**Drive-strength map**

Drawn at 6 px/um.
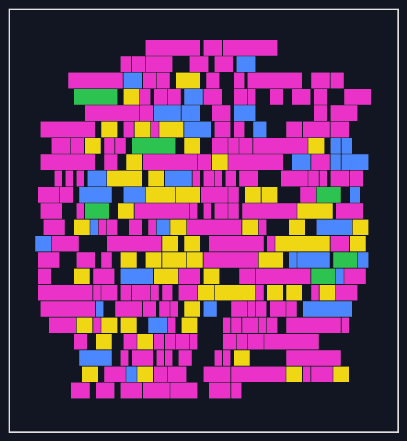
**Wire density map**

Drawn at 6 px/um. The die is cut into 13 by 14 equal tiles; black is low, pale yellow is high, scaled to the fullest tile. Values are wire area over tile area, all layers added.
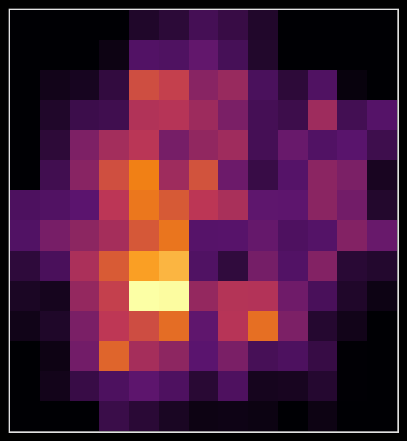
**Clock routing**

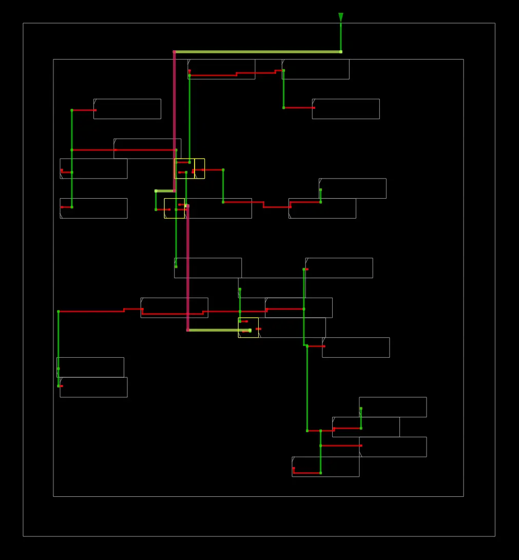
**M3 wires**

Drawn at 6 px/um.
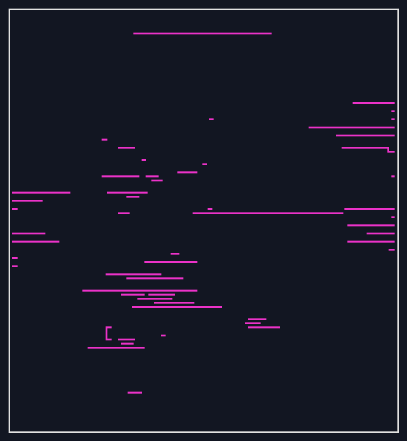
**Register map, names as in the netlist**

Drawn at 6 px/um. Other sequential cells in the stronger gray, the rest of the logic in the fainter gray.
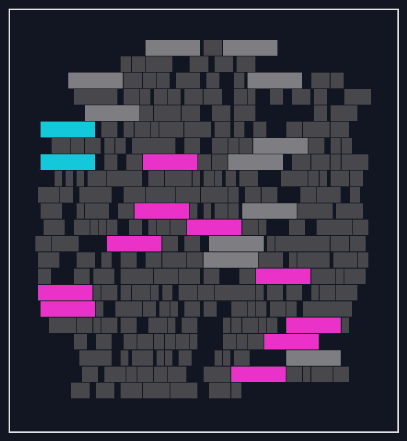
--- config.mk ---
export PLATFORM = sky130hd
export DESIGN_NAME = scan_index_gen_flat
export DESIGN_NICKNAME = d
export VERILOG_FILES = /design/src/rtl/scan_index_gen_pkg.sv /design/src/rtl/scan_index_gen_if.sv /design/src/rtl/scan_xy_counter.sv /design/src/rtl/scan_index_gen.sv /design/src/flat_wrapper.sv
export SDC_FILE = /design/constraint.sdc
export NUM_CORES = 1
export LEC_CHECK = 0
export ABC_AREA = 0
export CORE_ASPECT_RATIO = 1.1
export CORE_MARGIN = 4
export CORE_UTILIZATION = 44
export DETAILED_ROUTE_END_ITERATION = 16
export PLACE_DENSITY = 0.76
export SLEW_MARGIN = 25
export SYNTH_ARGS = -nofsm -noshare
export SYNTH_HDL_FRONTEND = slang
export SYNTH_SLANG_ARGS = --single-unit
--- constraint.sdc ---
create_clock -name i_clk -period 2 [get_ports i_clk]
set_input_delay 0.2 -clock i_clk [delete_from_list [all_inputs] [get_ports i_clk]]
set_output_delay 0.2 -clock i_clk [all_outputs]
set_load 0.01 [all_outputs]
--- src/rtl/scan_index_gen_pkg.sv ---
// Shared definitions for the feature-map scan index generator:
// FSM encoding, default geometry and the read-address helper.
package scan_index_gen_pkg;

    localparam int unsigned DefWidth  = 64;
    localparam int unsigned DefHeight = 64;
    localparam int unsigned IdxW      = 10;
    localparam int unsigned AddrW     = 12;

    typedef enum logic [1:0] {
        StIdle = 2'b00,
        StScan = 2'b01,
        StDone = 2'b10
    } scan_state_e;

    // Row-major address, deliberately truncated to the memory address width.
    function automatic logic [AddrW-1:0] rd_addr(input logic [IdxW-1:0] x,
                                                 input logic [IdxW-1:0] y,
                                                 input int unsigned     width);
        logic [31:0] full;
        full = 32'(y) * width + 32'(x);
        return full[AddrW-1:0];
    endfunction

endpackage

--- src/rtl/scan_index_gen_if.sv ---
// Start/stall control and scan outputs of scan_index_gen, bundled as one interface.
interface scan_index_gen_if;
    import scan_index_gen_pkg::*;

    logic             i_start;
    logic             i_stall;
    logic [IdxW-1:0]  o_xIndex;
    logic [IdxW-1:0]  o_yIndex;
    logic [AddrW-1:0] o_rdAddr;
    logic             o_rdEn;
    logic             o_valid;
    logic             o_busy;
    logic             o_done;

    modport master (
        output i_start, i_stall,
        input  o_xIndex, o_yIndex, o_rdAddr, o_rdEn, o_valid, o_busy, o_done
    );

    modport slave (
        input  i_start, i_stall,
        output o_xIndex, o_yIndex, o_rdAddr, o_rdEn, o_valid, o_busy, o_done
    );

endinterface

--- src/rtl/scan_xy_counter.sv ---
// Column/row wrap counter. Column P_WIDTH is an extra flush slot before each row wrap;
// the counter returns to 0,0 after the last slot of the frame.
module scan_xy_counter
    import scan_index_gen_pkg::*;
#(
    parameter int unsigned P_WIDTH  = DefWidth,
    parameter int unsigned P_HEIGHT = DefHeight
) (
    input  logic            i_clk,
    input  logic            i_reset,
    input  logic            i_en,
    input  logic            i_clr,
    output logic [IdxW-1:0] o_x,
    output logic [IdxW-1:0] o_y,
    output logic            o_wrap,
    output logic            o_last
);

    logic [IdxW-1:0] x_q, x_d;
    logic [IdxW-1:0] y_q, y_d;

    assign o_x    = x_q;
    assign o_y    = y_q;
    assign o_wrap = (x_q == IdxW'(P_WIDTH));
    assign o_last = o_wrap && (y_q == IdxW'(P_HEIGHT - 1));

    always_comb begin
        x_d = x_q;
        y_d = y_q;
        if (i_clr) begin
            x_d = '0;
            y_d = '0;
        end else if (i_en) begin
            if (o_wrap) begin
                x_d = '0;
                y_d = o_last ? '0 : y_q + 1'b1;
            end else begin
                x_d = x_q + 1'b1;
            end
        end
    end

    always_ff @(posedge i_clk or negedge i_reset) begin
        if (!i_reset) begin
            x_q <= '0;
            y_q <= '0;
        end else begin
            x_q <= x_d;
            y_q <= y_d;
        end
    end

endmodule

--- src/rtl/scan_index_gen.sv ---
// Frame scan sequencer: walks a P_WIDTH x P_HEIGHT feature map in raster order, issuing
// memory reads with a one-cycle-delayed valid, honouring downstream stalls.
module scan_index_gen
    import scan_index_gen_pkg::*;
#(
    parameter int unsigned P_WIDTH  = DefWidth,
    parameter int unsigned P_HEIGHT = DefHeight
) (
    input logic             i_clk,
    input logic             i_reset,
    scan_index_gen_if.slave bus
);

    scan_state_e     state_q, state_d;
    logic            valid_q;
    logic            rd_en;
    logic            cnt_en;
    logic            cnt_clr;
    logic [IdxW-1:0] x;
    logic [IdxW-1:0] y;
    logic            wrap;
    logic            last;

    assign cnt_en  = (state_q == StScan) && !bus.i_stall;
    assign cnt_clr = (state_q != StScan);
    // The wrap column is the flush slot, so no read is issued there.
    assign rd_en   = cnt_en && !wrap;

    scan_xy_counter #(
        .P_WIDTH  (P_WIDTH),
        .P_HEIGHT (P_HEIGHT)
    ) u_xy_counter (
        .i_clk   (i_clk),
        .i_reset (i_reset),
        .i_en    (cnt_en),
        .i_clr   (cnt_clr),
        .o_x     (x),
        .o_y     (y),
        .o_wrap  (wrap),
        .o_last  (last)
    );

    always_comb begin
        state_d = state_q;
        case (state_q)
            StIdle:  if (bus.i_start) state_d = StScan;
            StScan:  if (!bus.i_stall && last) state_d = StDone;
            StDone:  state_d = StIdle;
            default: state_d = StIdle;
        endcase
    end

    always_ff @(posedge i_clk or negedge i_reset) begin
        if (!i_reset) begin
            state_q <= StIdle;
            valid_q <= 1'b0;
        end else begin
            state_q <= state_d;
            valid_q <= rd_en;
        end
    end

    always_comb begin
        bus.o_xIndex = '0;
        bus.o_yIndex = '0;
        bus.o_rdAddr = rd_addr(x, y, P_WIDTH);
        bus.o_rdEn   = rd_en;
        bus.o_valid  = valid_q;
        bus.o_busy   = 1'b0;
        bus.o_done   = 1'b0;
        case (state_q)
            StScan: begin
                bus.o_xIndex = x;
                bus.o_yIndex = y;
                bus.o_busy   = 1'b1;
            end
            StDone:  bus.o_done = 1'b1;
            default: ;
        endcase
    end

endmodule

--- src/flat_wrapper.sv ---
// flat-port wrapper written by rule: the top's interface ports become plain ports
module scan_index_gen_flat import scan_index_gen_pkg::*;
#(
    parameter int unsigned P_WIDTH  = DefWidth,
    parameter int unsigned P_HEIGHT = DefHeight
)
  (i_clk, i_reset, bus_i_start, bus_i_stall, bus_o_xIndex, bus_o_yIndex, bus_o_rdAddr, bus_o_rdEn, bus_o_valid, bus_o_busy, bus_o_done);
  scan_index_gen_if bus_i ();
  input logic i_clk;
  input logic i_reset;
  input wire logic [$bits(bus_i.i_start)-1:0] bus_i_start;
  input wire logic [$bits(bus_i.i_stall)-1:0] bus_i_stall;
  output wire logic [$bits(bus_i.o_xIndex)-1:0] bus_o_xIndex;
  output wire logic [$bits(bus_i.o_yIndex)-1:0] bus_o_yIndex;
  output wire logic [$bits(bus_i.o_rdAddr)-1:0] bus_o_rdAddr;
  output wire logic [$bits(bus_i.o_rdEn)-1:0] bus_o_rdEn;
  output wire logic [$bits(bus_i.o_valid)-1:0] bus_o_valid;
  output wire logic [$bits(bus_i.o_busy)-1:0] bus_o_busy;
  output wire logic [$bits(bus_i.o_done)-1:0] bus_o_done;
  assign bus_i.i_start = bus_i_start;
  assign bus_i.i_stall = bus_i_stall;
  assign bus_o_xIndex = bus_i.o_xIndex;
  assign bus_o_yIndex = bus_i.o_yIndex;
  assign bus_o_rdAddr = bus_i.o_rdAddr;
  assign bus_o_rdEn = bus_i.o_rdEn;
  assign bus_o_valid = bus_i.o_valid;
  assign bus_o_busy = bus_i.o_busy;
  assign bus_o_done = bus_i.o_done;
  scan_index_gen #(.P_WIDTH(P_WIDTH), .P_HEIGHT(P_HEIGHT)) u_core (.i_clk(i_clk), .i_reset(i_reset), .bus(bus_i));
endmodule
==> notes.md <==
impl run done, here's what came out: Non-clk bufs=83, cells after synthesis=180, clock period minus worst slack=2173 ps, run status=finished, violations left, failing checks=negative setup slack, final-layout worst hold slack=228.1 ps, top post-synthesis cells by area=dfrtp_1 37%, and2_1 5.7%, ha_1 5.7%, a21oi_1 3.9%, nand2_1 3.9%, main logic family after synthesis=simple AND/OR/NAND/NOR gates, crit-path max cell delay=560 ps, startpoint types=flip-flop, Internal=0.0009335 W, die width=64.57 um, wire length of the first global-routing pass=7.728 mm, final count of negative-setup-slack endpoints=7, final layout net count=269, Clk pin slew, worst setup/hold paths=130 ps, endpoint type of the worst setup path=flip-flop, most common cell in the netlist=dfrtp_1, mux frac, synth=0, critical-path cell list=inv_2 > ha_2 > or2b_2 > or4_4 > or4_4 > a21oi_2, flip-flops with a built-in enable=0, largest net degree at the start of global routing=24, final setup margin=-172.7 ps
About 'drive-strength map':
green -> drive 6 and up  # cells 6, share 2.3%
yellow -> drive 3 to 4  # cells 52, share 20%
blue -> drive 2  # cells 33, share 13%
magenta -> drive 1 or less  # cells 165, share 64%

About 'wire density map':
mean over tiles = 0.18
fullest tile = 0.74
tiles over half the peak = 11%
densest ninth of the die = center

About 'clock routing':
clock group total power: 0.000220 W
CTS Buf Count: 3
count of clock buffers in the final design: 4
Clock Skews: 6.467 ps
number of sequential storage elements: 23

About 'M3 wires':
nets with wire on the layer = 43
longest straight run = 24.8 um
main direction = horizontal
wire length on this layer = 282 um
share of all routed wire = 5.7%

About 'register map, names as in the netlist':
magenta -> u_core.u_xy_counter.o_x  # placed flops 10
cyan -> u_core.state_q  # placed flops 2
not colored = 11

[per-layer routing]
| layer | part of all wire | vias to the layer above |
|---|---|---|
| li1 | - | 788 |
| met1 | 0.40 | 786 |
| met2 | 0.51 | 73 |
| met3 | 0.057 | 18 |
| met4 | 0.035 | 0 |
| met5 | 0 | - |
[final timing paths]
kind / from / to / slack (ps) / cells past startpoint
max reg2reg: u_core.u_xy_counter.o_x[1] / u_core.u_xy_counter.o_y[7] / -170 / 6
min reg2reg: u_core.state_q[1] / u_core.state_q[0] / 570 / 3
max: u_core.u_xy_counter.o_x[1] / u_core.u_xy_counter.o_y[7] / -170 / 6
min: i_reset / u_core.u_xy_counter.o_y[5] / 230 / 2
max in group asynchronous: i_reset / u_core.u_xy_counter.o_x[0] / 1540 / 2
min in group i_clk: bus_i_start / u_core.state_q[0] / 410 / 3
Power is estimated from default activity; no workload was simulated.
